$ cat src/rtl/mb8_div_pkg.sv
// ---------------------------------------------------------------------------
// mb8_pkg: shared definitions for the mb8_div sequential divider.
//   WIDTH  : divisor / quotient / remainder width (dividend is 2*WIDTH)
//   CNT_W  : width of the iteration counter
//   state_e: divider FSM states
// ---------------------------------------------------------------------------
package mb8_pkg;

  localparam int WIDTH = 8;
  localparam int CNT_W = $clog2(WIDTH);

  typedef enum logic [1:0] {
    IDLE = 2'd0,
    CALC = 2'd1,
    DONE = 2'd2
  } state_e;

endpackage

$ cat src/rtl/mb8_div_if.sv
// ---------------------------------------------------------------------------
// mb8_div_if: start/done handshake bundle for mb8_div.
//   master : drives start, dividend, divisor; observes results
//   slave  : the divider side
// ---------------------------------------------------------------------------
interface mb8_div_if;
  import mb8_pkg::*;

  logic                 start;
  logic [2*WIDTH-1:0]   dividend;
  logic [WIDTH-1:0]     divisor;
  logic                 busy;
  logic                 done;
  logic [WIDTH-1:0]     quotient;
  logic [WIDTH-1:0]     remainder;
  logic                 div_zero;
  logic                 ovf;

  modport master (
    output start, dividend, divisor,
    input  busy, done, quotient, remainder, div_zero, ovf
  );

  modport slave (
    input  start, dividend, divisor,
    output busy, done, quotient, remainder, div_zero, ovf
  );

endinterface

$ cat src/rtl/mb8_div_step.sv
// ---------------------------------------------------------------------------
// mb8_div_step: one combinational restoring shift-subtract step.
//   prem_i    : current partial remainder (always < divisor_i)
//   bit_i     : next dividend bit shifted in at the bottom
//   divisor_i : divisor
//   prem_o    : next partial remainder
//   qbit_o    : quotient bit produced by this step
// ---------------------------------------------------------------------------
module mb8_div_step
  import mb8_pkg::*;
(
  input  logic [WIDTH-1:0] prem_i,
  input  logic             bit_i,
  input  logic [WIDTH-1:0] divisor_i,
  output logic [WIDTH-1:0] prem_o,
  output logic             qbit_o
);

  // The trial value needs WIDTH+1 bits: with a divisor >= 2^(WIDTH-1) the
  // shifted partial remainder can exceed WIDTH bits before subtraction.
  logic [WIDTH:0] trial;
  logic [WIDTH:0] diff;

  assign trial  = {prem_i, bit_i};
  assign diff   = trial - {1'b0, divisor_i};
  assign qbit_o = (trial >= {1'b0, divisor_i});
  // Since prem_i < divisor_i, a successful subtraction always fits WIDTH bits.
  assign prem_o = qbit_o ? diff[WIDTH-1:0] : trial[WIDTH-1:0];

endmodule

$ cat src/rtl/mb8_div.sv
// ---------------------------------------------------------------------------
// mb8_div: sequential unsigned 2W/W divider, one restoring step per cycle.
//   CLK : clock, rising edge
//   RST : synchronous active-low reset
//   bus : mb8_div_if.slave (start/dividend/divisor in; busy/done/quotient/
//         remainder/div_zero/ovf out)
// Normal divisions complete WIDTH cycles after the accepting edge; a zero
// divisor or an overflowing quotient completes one cycle after it.
// Optional macro MB8_DIV_REGOUT_EN adds an output register stage on done
// and the result signals (one extra cycle of latency, busy held through it).
// ---------------------------------------------------------------------------
module mb8_div
  import mb8_pkg::*;
(
  input  logic     CLK,
  input  logic     RST,
  mb8_div_if.slave bus
);

  state_e             state_q, state_d;
  logic [CNT_W-1:0]   cnt_q, cnt_d;
  logic [WIDTH-1:0]   prem_q, prem_d;     // partial remainder
  logic [WIDTH-1:0]   sreg_q, sreg_d;     // dividend bits out, quotient bits in
  logic [WIDTH-1:0]   dvs_q, dvs_d;       // captured divisor
  logic               fdz_q, fdz_d;       // pending fast-path div_zero
  logic               fovf_q, fovf_d;     // pending fast-path overflow
  logic [WIDTH-1:0]   quot_q, quot_d;
  logic [WIDTH-1:0]   rem_q, rem_d;
  logic               dz_q, dz_d;
  logic               ovf_q, ovf_d;
  logic [WIDTH-1:0]   step_prem;
  logic               step_qbit;
  logic               fast;

  // Fast-path results spend one CALC cycle with no iterations so that
  // done appears one cycle after acceptance, with busy kept low.
  assign fast = fdz_q | fovf_q;

  mb8_div_step u_step (
    .prem_i    (prem_q),
    .bit_i     (sreg_q[WIDTH-1]),
    .divisor_i (dvs_q),
    .prem_o    (step_prem),
    .qbit_o    (step_qbit)
  );

  // NOTE: every signal gets its hold value first so no path leaves it
  // unassigned, which would otherwise infer a latch.
  always_comb begin
    state_d = state_q;
    cnt_d   = cnt_q;
    prem_d  = prem_q;
    sreg_d  = sreg_q;
    dvs_d   = dvs_q;
    fdz_d   = fdz_q;
    fovf_d  = fovf_q;
    quot_d  = quot_q;
    rem_d   = rem_q;
    dz_d    = dz_q;
    ovf_d   = ovf_q;

    unique case (state_q)
      IDLE, DONE: begin
        if (bus.start) begin
          state_d = CALC;
          cnt_d   = '0;
          dvs_d   = bus.divisor;
          sreg_d  = bus.dividend[WIDTH-1:0];
          prem_d  = bus.dividend[2*WIDTH-1:WIDTH];
          fdz_d   = 1'b0;
          fovf_d  = 1'b0;
          if (bus.divisor == '0) begin
            fdz_d  = 1'b1;
            prem_d = bus.dividend[WIDTH-1:0];
          end else if (bus.dividend[2*WIDTH-1:WIDTH] >= bus.divisor) begin
            // Upper half >= divisor means the quotient needs > WIDTH bits.
            fovf_d = 1'b1;
            prem_d = '0;
          end
        end else begin
          state_d = IDLE;
        end
      end

      CALC: begin
        if (fast) begin
          state_d = DONE;
          quot_d  = '1;
          rem_d   = prem_q;
          dz_d    = fdz_q;
          ovf_d   = fovf_q;
        end else begin
          prem_d = step_prem;
          sreg_d = {sreg_q[WIDTH-2:0], step_qbit};
          cnt_d  = cnt_q + 1'b1;
          if (cnt_q == CNT_W'(WIDTH - 1)) begin
            state_d = DONE;
            quot_d  = {sreg_q[WIDTH-2:0], step_qbit};
            rem_d   = step_prem;
            dz_d    = 1'b0;
            ovf_d   = 1'b0;
          end
        end
      end

      default: state_d = IDLE;
    endcase
  end

  // NOTE: sequential state uses non-blocking assignments so every register
  // samples the pre-edge values regardless of statement order.
  always_ff @(posedge CLK) begin
    if (!RST) begin
      state_q <= IDLE;
      cnt_q   <= '0;
      fdz_q   <= 1'b0;
      fovf_q  <= 1'b0;
      quot_q  <= '0;
      rem_q   <= '0;
      dz_q    <= 1'b0;
      ovf_q   <= 1'b0;
    end else begin
      state_q <= state_d;
      cnt_q   <= cnt_d;
      fdz_q   <= fdz_d;
      fovf_q  <= fovf_d;
      quot_q  <= quot_d;
      rem_q   <= rem_d;
      dz_q    <= dz_d;
      ovf_q   <= ovf_d;
    end
  end

  // NOTE: working datapath registers are always loaded before use on an
  // accepted start, so they carry no reset.
  always_ff @(posedge CLK) begin
    prem_q <= prem_d;
    sreg_q <= sreg_d;
    dvs_q  <= dvs_d;
  end

`ifdef MB8_DIV_REGOUT_EN
  logic             done_r;
  logic [WIDTH-1:0] quot_r, rem_r;
  logic             dz_r, ovf_r;

  always_ff @(posedge CLK) begin
    if (!RST) begin
      done_r <= 1'b0;
      quot_r <= '0;
      rem_r  <= '0;
      dz_r   <= 1'b0;
      ovf_r  <= 1'b0;
    end else begin
      done_r <= (state_q == DONE);
      quot_r <= quot_q;
      rem_r  <= rem_q;
      dz_r   <= dz_q;
      ovf_r  <= ovf_q;
    end
  end

  assign bus.busy      = !fast && ((state_q == CALC) || (state_q == DONE));
  assign bus.done      = done_r;
  assign bus.quotient  = quot_r;
  assign bus.remainder = rem_r;
  assign bus.div_zero  = dz_r;
  assign bus.ovf       = ovf_r;
`else
  assign bus.busy      = !fast && (state_q == CALC);
  assign bus.done      = (state_q == DONE);
  assign bus.quotient  = quot_q;
  assign bus.remainder = rem_q;
  assign bus.div_zero  = dz_q;
  assign bus.ovf       = ovf_q;
`endif

endmodule
$ cat src/flat_wrapper.sv
// flat-port wrapper written by rule: the top's interface ports become plain ports
module mb8_div_flat import mb8_pkg::*;
  (CLK, RST, bus_start, bus_dividend, bus_divisor, bus_busy, bus_done, bus_quotient, bus_remainder, bus_div_zero, bus_ovf);
  mb8_div_if bus_i ();
  input  logic CLK;
  input  logic RST;
  input wire logic [$bits(bus_i.start)-1:0] bus_start;
  input wire logic [$bits(bus_i.dividend)-1:0] bus_dividend;
  input wire logic [$bits(bus_i.divisor)-1:0] bus_divisor;
  output wire logic [$bits(bus_i.busy)-1:0] bus_busy;
  output wire logic [$bits(bus_i.done)-1:0] bus_done;
  output wire logic [$bits(bus_i.quotient)-1:0] bus_quotient;
  output wire logic [$bits(bus_i.remainder)-1:0] bus_remainder;
  output wire logic [$bits(bus_i.div_zero)-1:0] bus_div_zero;
  output wire logic [$bits(bus_i.ovf)-1:0] bus_ovf;
  assign bus_i.start = bus_start;
  assign bus_i.dividend = bus_dividend;
  assign bus_i.divisor = bus_divisor;
  assign bus_busy = bus_i.busy;
  assign bus_done = bus_i.done;
  assign bus_quotient = bus_i.quotient;
  assign bus_remainder = bus_i.remainder;
  assign bus_div_zero = bus_i.div_zero;
  assign bus_ovf = bus_i.ovf;
  mb8_div u_core (.CLK(CLK), .RST(RST), .bus(bus_i));
endmodule
$ cat config.mk
export PLATFORM = sky130hd
export DESIGN_NAME = mb8_div_flat
export DESIGN_NICKNAME = d
export VERILOG_FILES = /design/src/rtl/mb8_div_pkg.sv /design/src/rtl/mb8_div_if.sv /design/src/rtl/mb8_div_step.sv /design/src/rtl/mb8_div.sv /design/src/flat_wrapper.sv
export SDC_FILE = /design/constraint.sdc
export NUM_CORES = 1
export LEC_CHECK = 0
export CAP_MARGIN = 20
export CORE_UTILIZATION = 38
export DETAILED_ROUTE_END_ITERATION = 7
export GPL_TIMING_DRIVEN = 1
export PLACE_DENSITY = 0.62
export SYNTH_ARGS = -nofsm -noshare
export SYNTH_HDL_FRONTEND = slang
export SYNTH_HIERARCHICAL = 1
export SYNTH_SLANG_ARGS = --single-unit
$ cat constraint.sdc
create_clock -name CLK -period 2.51 [get_ports CLK]
set_input_delay 0.251 -clock CLK [delete_from_list [all_inputs] [get_ports CLK]]
set_output_delay 0.251 -clock CLK [all_outputs]
set_load 0.1 [all_outputs]
==> summary.txt <==
flow finished, numbers: CTS Buf Count 5, count leader, synth nand2_1, min cycle time layout 2.37 ns, sequential cell area share 35.3%, critical setup path kind register to register, clk cell area share 2.96%, combinational share of power 32.7%, area fraction in compound gates 21.0%, Netlist cell types 52, Synth mux share 2.71%, Crit. Startpoint u_core/sreg_q[7], status complete, no violations, Seq share, synth 43.3%, Post-synth regs 49, Final Total Pwr 0.00220 W, worst hold endpoint u_core/cnt_q[1], Internal 0.00147 W, Post-CTS Setup Repair Bufs 0, flip-flops 49, post-synthesis cell count 295, I/O Buffers 46, Syn. warnings 6, Critical-path top delay cell fa_1, CTS H-tree depth 2, Cell area leaders edfxtp_1 26%, dfxtp_1 18%, ha_1 8.0%, nand2_1 5.9%, a21oi_1 3.5%, GRT met3 Usage 2.83%, nets 390, non-clock buffer count 57, Hold WS 0.474 ns, clock buffer depth 2, n_diodes 0, unrepaired setup endpoints after global routing no, dpl cells 436, switching pwr 0.000728 W, Top Usage Layer GRT met2, Reg power frac 43.8%, CLK BUF 7, Highest Signal Layer met4, clock share of power 23.6%, Peak VDD IR 284 µV, initial antenna violation count 0, simple share 16.6%, Slew headroom 68.4%, ys cells 295, multi-input combinational area share 40.7%, CTS resizes 0, CTS root buf clkbuf_8, post-synth top area cell edfxtp_1, final setup margin 0.138 ns, flop-to-flop setup slack 0.14 ns, met1 global-route usage 24.6%, WL final 6.46 mm, Floorplan Nets 341, GR Layer Usage met2 29.7%, Critical Path Stages 10, worst slack at placement 0.101 ns, Worst setup endpoint u_core/prem_q[6], f_max 0.422 GHz, Die Wd 88.2 µm, first-pass GRT wire length 10.6 mm, stage-log warning count 26, logic area 1410 µm², max-cap viol count 0, Final Instance Count excl. Fillers 444, top logic cell by instance count in the layout nand2_1, Post-synth EDFFs 24, Reg2Reg Launch Point u_core/sreg_q[7], share of cells above drive strength 1 18.3%, FF-to-FF path depth 10, family with the most delay on the worst path adder cells, Flop area 1220 µm², Post-synth top cells 44 x nand2_1, 25 x dfxtp_1, 25 x inv_1, 24 x edfxtp_1, 20 x a21oi_1, Sink Count 49, crit end category register, Top cell area share 25.6%, GRT Total Usage 18.1%, setup_tns 0 ns, Met3 Wirelength 295 µm, Fillers 722, slew at the pin closest to its max-slew limit 0.473 ns, Via-to-Cell Ratio 5.19, CP peak stage delay 0.42 ns, nonclk inv count 26, critical path fanouts, max 3, static leakage 1.55 nW, Post-DP Area 3360 µm², synthesis-to-finish area growth 22.7%, DR WL/cell 14.5 µm
**Local utilization**

Scale: 4 px per µm. 9 x 9 tiles, from white (low) to dark blue (high), 0 to 100% covered.
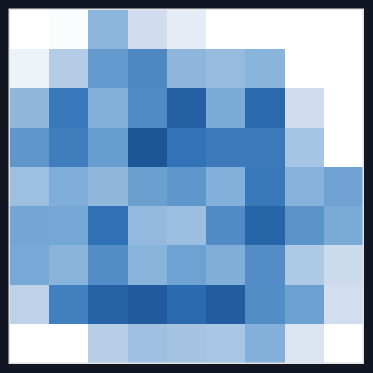
16% of the tiles are nearly empty. The fullest tile reaches 85%. The mean over all tiles is 43%. 9.9% of the tiles are over 75% full. The emptiest ninth of the die: upper right.
Core ar.: 7210 µm²
Init Core Util: 39.1%
Core Util, Final: 48.0%

**Clock wiring as the flow saved it**

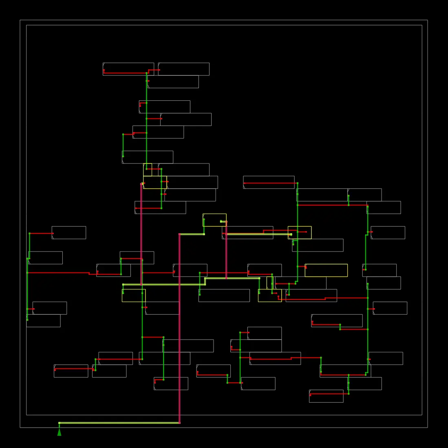
Clock Power: 0.000518 W
Clock Skews: 0.0217 ns

**Met1 routing**

Scale: 3 px per µm. Supply wires on this layer in gray.
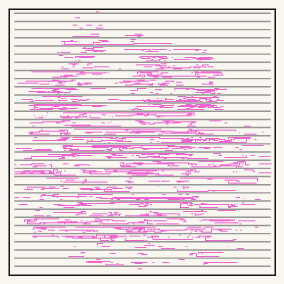
The longest straight run is 43.7 µm. 354 nets have wire on it. The layer holds 46% of the routed length.

No activity file was given, so power comes from the tool's default toggle rates.
